### config.mk
export PLATFORM = sky130hd
export DESIGN_NAME = program_load_controller
export DESIGN_NICKNAME = d
export VERILOG_FILES = /design/src/rtl/program_load_controller.sv
export SDC_FILE = /design/constraint.sdc
export NUM_CORES = 1
export LEC_CHECK = 0
export CAP_MARGIN = 0
export CORE_MARGIN = 2
export CORE_UTILIZATION = 24
export DETAILED_ROUTE_END_ITERATION = 16
export GPL_TIMING_DRIVEN = 0
export SYNTH_ARGS = -nofsm -noshare
export SYNTH_HDL_FRONTEND = slang
export SYNTH_SLANG_ARGS = --single-unit
export TNS_END_PERCENT = 5
### constraint.sdc
create_clock -name clk -period 3.4 [get_ports clk]
set_input_delay 0.85 -clock clk [delete_from_list [all_inputs] [get_ports clk]]
set_output_delay 0.85 -clock clk [all_outputs]
set_load 0.005 [all_outputs]
### src/rtl/program_load_controller.sv
// Program-load sequencer: streams bytes into the core's program memory while holding it
// in reset, flushes the pipeline, runs the core for a set number of cycles, then captures alu_result.
module program_load_controller #(
  parameter int ADD_WIDTH  = 7,
  parameter int DATA_WIDTH = 8,
  parameter int CYC_WIDTH  = 16,
  parameter int RST_CYCLES = 2
) (
  input  logic                  clk,
  input  logic                  rst,
  input  logic                  start,
  input  logic [ADD_WIDTH:0]    load_len,
  input  logic [CYC_WIDTH-1:0]  run_cycles,
  input  logic                  abort,
  input  logic                  s_valid,
  input  logic [DATA_WIDTH-1:0] s_data,
  output logic                  s_ready,
  output logic                  pm_wr_en,
  output logic [ADD_WIDTH-1:0]  pm_addr,
  output logic [DATA_WIDTH-1:0] pm_wr_data,
  output logic                  cpu_rst,
  input  logic [DATA_WIDTH-1:0] alu_result,
  output logic [DATA_WIDTH-1:0] result,
  output logic                  result_valid,
  output logic                  busy,
  output logic                  err
);

  localparam int LEN_WIDTH = ADD_WIDTH + 1;
  localparam int FL_WIDTH  = (RST_CYCLES > 1) ? $clog2(RST_CYCLES) : 1;
  localparam logic [LEN_WIDTH-1:0] MAX_LEN = {1'b1, {ADD_WIDTH{1'b0}}};
  localparam logic [FL_WIDTH-1:0]  FL_LAST = FL_WIDTH'(RST_CYCLES - 1);

  typedef enum logic [1:0] {
    IDLE  = 2'd0,
    LOAD  = 2'd1,
    FLUSH = 2'd2,
    RUN   = 2'd3
  } state_t;

  state_t               state;
  logic [LEN_WIDTH-1:0] len_q;
  logic [LEN_WIDTH-1:0] addr_cnt;
  logic [CYC_WIDTH-1:0] run_q;
  logic [CYC_WIDTH-1:0] cyc_cnt;
  logic [FL_WIDTH-1:0]  fl_cnt;
  logic                 xfer;
  logic                 start_ok;

  // abort masks ready in the same cycle so no byte is taken while cancelling
  assign s_ready  = (state == LOAD) && !abort;
  assign busy     = (state != IDLE);
  assign xfer     = s_valid && s_ready;
  assign start_ok = (load_len != {LEN_WIDTH{1'b0}}) && (load_len <= MAX_LEN) &&
                    (run_cycles != {CYC_WIDTH{1'b0}});

  always_ff @(posedge clk) begin
    if (rst) begin
      state        <= IDLE;
      len_q        <= '0;
      addr_cnt     <= '0;
      run_q        <= '0;
      cyc_cnt      <= '0;
      fl_cnt       <= '0;
      pm_wr_en     <= 1'b0;
      pm_addr      <= '0;
      pm_wr_data   <= '0;
      cpu_rst      <= 1'b1;
      result       <= '0;
      result_valid <= 1'b0;
      err          <= 1'b0;
    end else begin
      // a transfer becomes a write one cycle later, even if abort follows
      pm_wr_en     <= xfer;
      result_valid <= 1'b0;
      if (xfer) begin
        pm_addr    <= addr_cnt[ADD_WIDTH-1:0];
        pm_wr_data <= s_data;
        addr_cnt   <= addr_cnt + LEN_WIDTH'(1);
      end
      if (busy && abort) begin
        state   <= IDLE;
        cpu_rst <= 1'b1;
      end else begin
        case (state)
          IDLE: begin
            cpu_rst <= 1'b1;
            if (start) begin
              if (start_ok) begin
                len_q    <= load_len;
                run_q    <= run_cycles;
                addr_cnt <= '0;
                fl_cnt   <= '0;
                cyc_cnt  <= '0;
                err      <= 1'b0;
                state    <= LOAD;
              end else begin
                err <= 1'b1;
              end
            end
          end
          LOAD: begin
            if (xfer && (addr_cnt == len_q - LEN_WIDTH'(1))) begin
              fl_cnt <= '0;
              state  <= FLUSH;
            end
          end
          FLUSH: begin
            if (fl_cnt == FL_LAST) begin
              cpu_rst <= 1'b0;
              cyc_cnt <= '0;
              state   <= RUN;
            end else begin
              fl_cnt <= fl_cnt + FL_WIDTH'(1);
            end
          end
          RUN: begin
            if (cyc_cnt == run_q - CYC_WIDTH'(1)) begin
              result       <= alu_result;
              result_valid <= 1'b1;
              cpu_rst      <= 1'b1;
              state        <= IDLE;
            end else begin
              cyc_cnt <= cyc_cnt + CYC_WIDTH'(1);
            end
          end
          default: begin
            cpu_rst <= 1'b1;
            state   <= IDLE;
          end
        endcase
      end
    end
  end

endmodule

run_1/placement.png
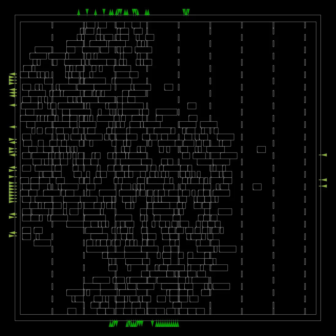
Final Non-Filler Cells: 784
Seq cells: 78

run_1/wires.png
The bar under the picture is 50 um long.
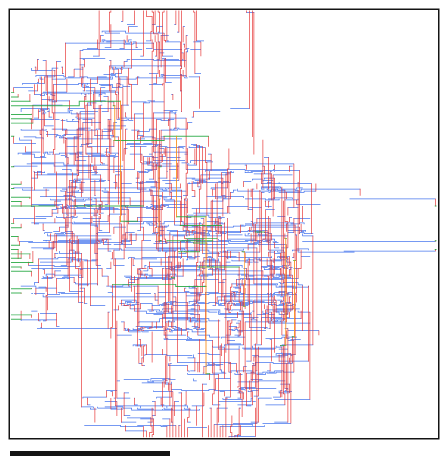
[metal 3] green | wire length: 310 um
[metal 4] orange | wire length: 220 um
[metal 1] blue | wire length: 5,020 um
[metal 2] red | wire length: 4,920 um

==> results.txt, run 1 <==
status - finished clean
Post-synth regs - 78
Hold Crit Endpoint - pm_wr_data[5]
worst hold path class - reg2reg
CP Depth - 8
initial antenna violation count - 0
WP data required - 3610 ps
top cells by area - dfxtp_1, mux2i_1, xnor2_1, nor2_1, nand2_1
final core occ - 32.6%
H-Tree Depth - 3
critical path arrival - 3430 ps
critical path cell sequence - clkdlybuf4s50_1 -> nor4_1 -> nand4_1 -> o2111ai_1 -> clkbuf_2 -> clkbuf_1 -> mux2i_1 -> nor2_1
RePlAce Congestion - 0.795
Clock Skew - 6.60 ps
quantity of gates resized following cts - 4
Post-DP HPWL - 7970 um
synthesized net count - 528
Hold Buf Count CTS - 0
Clock Power Share - 33.7%
fraction of area in clock buffers and inverters - 5.44%
busiest grt layer - met2
setup TNS - 0 ps
Die Size - 17,800 sq um
number of enable flip-flop cells - 0
Cells after DPL - 768
relative slew slack - 53.6%
Critical Path Source - run_cycles[0]
Hold WS - 454 ps
YS warnings - 0
clk pwr - 945 uW
clk latency late pin - 340 ps
Finished Cell Area - 5380 sq um
met3 usage - 2.02%
IO Pins - 74
Yosys top cell by area - dfxtp_1
run_1/io_fan.png
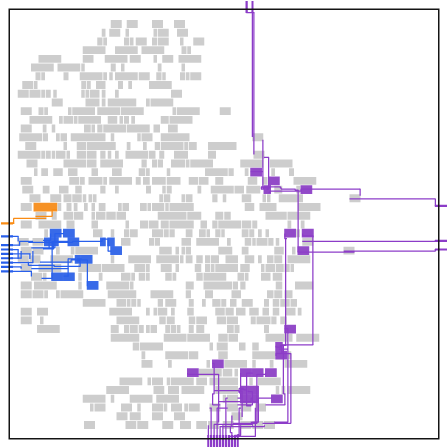
[err] orange | bits: 1 | direction: output | edge: west | end cells: 1 | buffers: 1 | wire: 20.8 um
[load_len] blue | bits: 8 | direction: input | edge: west | end cells: 12 | buffers: 8 | wire: 193 um
[run_cycles] purple | bits: 16 | direction: input | edge: 11 south, 3 east, 2 north | end cells: 20 | buffers: 16 | wire: 752 um

run_1/clk_routes.png
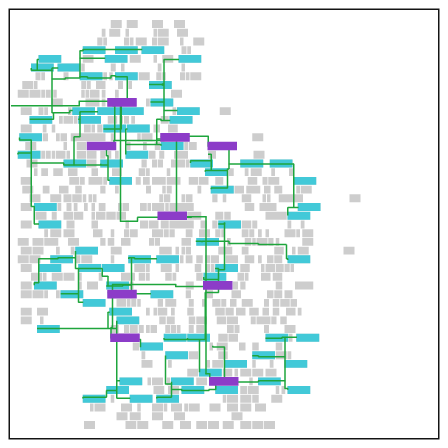
[clock wires] green | length: 1,060 um
[clock drivers] purple | count: 9
[flip-flops] cyan | count: 78
routed clock nets: 10

--- run 2 (diff from run 1) ---
--- a/config.mk
+++ b/config.mk
@@ -9,8 +9,8 @@
 export CORE_MARGIN = 2
 export CORE_UTILIZATION = 24
 export DETAILED_ROUTE_END_ITERATION = 16
+export DONT_BUFFER_PORTS = 1
 export GPL_TIMING_DRIVEN = 0
 export SYNTH_ARGS = -nofsm -noshare
 export SYNTH_HDL_FRONTEND = slang
 export SYNTH_SLANG_ARGS = --single-unit
-export TNS_END_PERCENT = 5
==> run 2 against run 1 <==
Compared with the run above: worst hold slack gained 20 ps; utilization decreased by 4.6 points; clock power is essentially flat; register-to-register slack got worse by 30 ps; combinational power fell by 15%; die area did not move; highest routed layer unchanged; synthesized area unchanged; global-route usage fell by 0.51 points.
==> results.txt, run 2 <==
status - finished clean (unchanged)
Hold Buf Count CTS - 0 (unchanged)
worst hold path class - reg2reg (unchanged)
RePlAce Congestion - 0.785 (was 0.795)
setup TNS - 0 ps (unchanged)
Post-synth regs - 78 (unchanged)
Critical Path Source - run_cycles[0] (unchanged)
final core occ - 27.9% (was 32.6%)
Clock Skew - 7.69 ps (was 6.60 ps)
Yosys top cell by area - dfxtp_1 (unchanged)
Cells after DPL - 695 (was 768)
critical path cell sequence - nor4_1 -> nand4_1 -> o2111ai_1 -> clkbuf_1 -> a21boi_1 -> a21oi_1 -> nand2_1 -> a31oi_1 -> a41o_1 (was clkdlybuf4s50_1 -> nor4_1 -> nand4_1 -> o2111ai_1 -> clkbuf_2 -> clkbuf_1 -> mux2i_1 -> nor2_1)
WP data required - 3680 ps (was 3610 ps)
critical path arrival - 3500 ps (was 3430 ps)
IO Pins - 74 (unchanged)
number of enable flip-flop cells - 0 (unchanged)
relative slew slack - 47.9% (was 53.6%)
top cells by area - dfxtp_1, mux2i_1, xnor2_1, nor2_1, nand2_1 (unchanged)
fraction of area in clock buffers and inverters - 6.34% (was 5.44%)
quantity of gates resized following cts - 0 (was 4)
initial antenna violation count - 0 (unchanged)
Clock Power Share - 35.2% (was 33.7%)
Seq cells - 78 (unchanged)
Post-DP HPWL - 7680 um (was 7970 um)
Routed wire per std cell - 14.0 um (was 13.4 um)
CP Depth - 9 (was 8)
H-Tree Depth - 3 (unchanged)
Die Size - 17,800 sq um (unchanged)
Finished Cell Area - 4620 sq um (was 5380 sq um)
synthesized net count - 528 (unchanged)
YS warnings - 0 (unchanged)
met3 usage - 3.77% (was 2.02%)
busiest grt layer - met2 (unchanged)
clk pwr - 945 uW (about the same)
clk latency late pin - 340 ps (about the same)
comb pwr - 697 uW (was 823 uW)
run_2/clk_routes.png
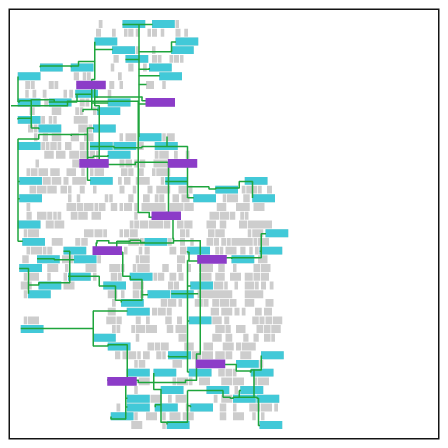
[clock wires] green | length: 1,060 um
[flip-flops] cyan | count: 78
[clock drivers] purple | count: 9
routed clock nets: 10

run_2/wires.png
The bar under the picture is 50 um long.
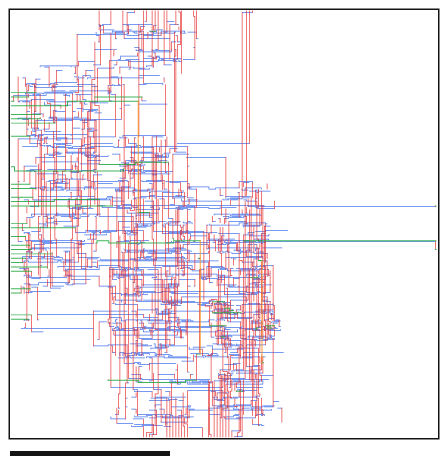
[metal 1] blue | wire length: 4,500 um
[metal 4] orange | wire length: 102 um
[metal 2] red | wire length: 4,810 um
[metal 3] green | wire length: 509 um

run_2/io_placement.png
Pins as bars across the die edge, other pins in gray.
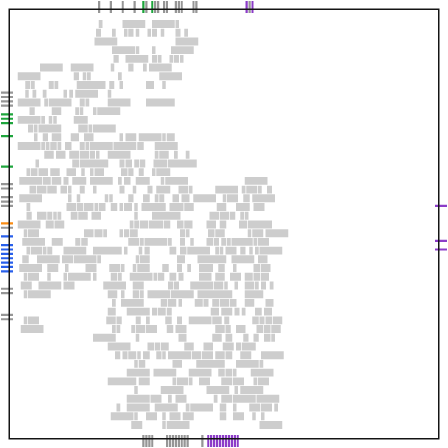
[load_len] blue | pins: 8 | direction: input | edge: west
[err] orange | pins: 1 | direction: output | edge: west
[run_cycles] purple | pins: 16 | direction: input | edge: 11 south, 3 east, 2 north
[pm_addr] green | pins: 7 | direction: output | edge: 5 west, 2 north
all pins by edge: 28 west, 24 south, 19 north, 3 east

--- run 3 (diff from run 2) ---
--- a/config.mk
+++ b/config.mk
@@ -5,12 +5,16 @@
 export SDC_FILE = /design/constraint.sdc
 export NUM_CORES = 1
 export LEC_CHECK = 0
+export ABC_AREA = 1
 export CAP_MARGIN = 0
+export CELL_PAD_IN_SITES_DETAIL_PLACEMENT = 0
+export CELL_PAD_IN_SITES_GLOBAL_PLACEMENT = 1
 export CORE_MARGIN = 2
 export CORE_UTILIZATION = 24
 export DETAILED_ROUTE_END_ITERATION = 16
 export DONT_BUFFER_PORTS = 1
 export GPL_TIMING_DRIVEN = 0
+export PLACE_DENSITY = 0.6
 export SYNTH_ARGS = -nofsm -noshare
 export SYNTH_HDL_FRONTEND = slang
 export SYNTH_SLANG_ARGS = --single-unit
==> run 3 against run 2 <==
Compared with the run above: clock skew shrank 1.1 ps; highest routed layer unchanged; clock-buffer cell count is the same; clock power grew 7%; global-route usage grew 2.3 points; synthesized area grew 10%; worst setup slack gained 750 ps; register-to-register slack gained 710 ps.
==> results.txt, run 3 <==
status - finished clean (unchanged)
Yosys top cell by area - dfxtp_1 (unchanged)
quantity of gates resized following cts - 0 (unchanged)
busiest grt layer - met2 (unchanged)
worst hold path class - reg2reg (unchanged)
comb pwr - 1050 uW (was 697 uW)
yosys simple share - 36.4% (was 25.4%)
Routed wire per std cell - 14.0 um (about the same)
critical path cell sequence - inv_2 -> ha_1 -> nand2_1 -> nor2_2 -> nand2_1 -> nand2_1 -> nand2_1 -> nor2_1 -> nand3b_1 -> nor2_1 -> nand3_4 -> nand2_4 -> buf_6 -> nand2_1 -> a21oi_2 (was nor4_1 -> nand4_1 -> o2111ai_1 -> clkbuf_1 -> a21boi_1 -> a21oi_1 -> nand2_1 -> a31oi_1 -> a41o_1)
Post-synth regs - 78 (unchanged)
Hold Buf Count CTS - 0 (unchanged)
critical path arrival - 2740 ps (was 3500 ps)
Clock Skew - 6.56 ps (was 7.69 ps)
Die Size - 19,600 sq um (was 17,800 sq um)
CP Depth - 15 (was 9)
clk latency late pin - 340 ps (about the same)
initial antenna violation count - 0 (unchanged)
met3 usage - 3.15% (was 3.77%)
Finished Cell Area - 5040 sq um (was 4620 sq um)
final-report hold violation count - 0 (unchanged)
setup TNS - 0 ps (unchanged)
number of enable flip-flop cells - 0 (unchanged)
WP data required - 3670 ps (was 3680 ps)
Seq cells - 78 (unchanged)
Post-DP HPWL - 10,000 um (was 7680 um)
Cells after DPL - 904 (was 695)
YS warnings - 0 (unchanged)
top cells by area - dfxtp_1, nand2_1, nor2_1, nand3_1, xor2_1 (was dfxtp_1, mux2i_1, xnor2_1, nor2_1, nand2_1)
Clock Power Share - 32.3% (was 35.2%)
clk pwr - 1010 uW (was 945 uW)
H-Tree Depth - 3 (unchanged)
RePlAce Congestion - 0.809 (was 0.785)
Hold Crit Endpoint - run_q[15] (was pm_wr_data[5])
relative slew slack - 51.8% (was 47.9%)
IO Pins - 74 (unchanged)
run_3/io_fan.png
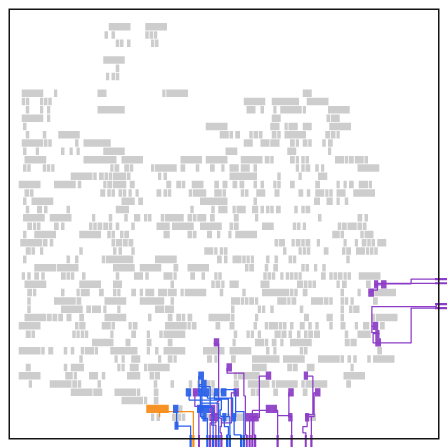
[load_len] blue | bits: 8 | direction: input | edge: south | end cells: 14 | buffers: 0 | wire: 193 um
[err] orange | bits: 1 | direction: output | edge: south | end cells: 1 | buffers: 0 | wire: 21.1 um
[run_cycles] purple | bits: 16 | direction: input | edge: 12 south, 4 east | end cells: 22 | buffers: 0 | wire: 366 um

run_3/placement.png
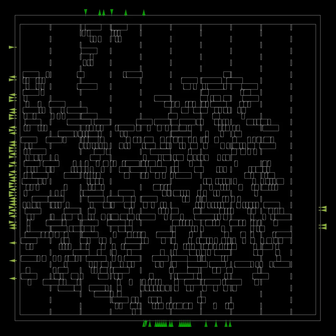
Well Taps: 229
Final Non-Filler Cells: 920
sequential share of cell area: 31.0%
# fillers: 2,052
final core occ: 27.9%

run_3/io_placement.png
Pins as bars across the die edge, other pins in gray.
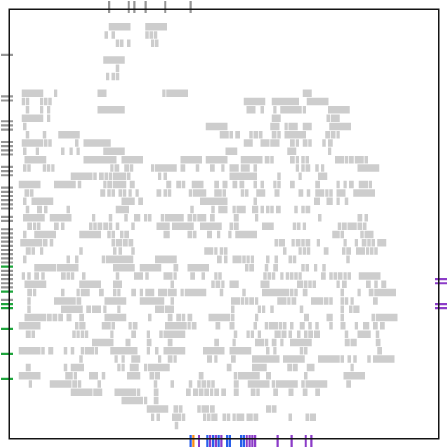
[load_len] blue | pins: 8 | direction: input | edge: south
[pm_addr] green | pins: 7 | direction: output | edge: west
[run_cycles] purple | pins: 16 | direction: input | edge: 12 south, 4 east
[err] orange | pins: 1 | direction: output | edge: south

Power is estimated from default activity; no workload was simulated.
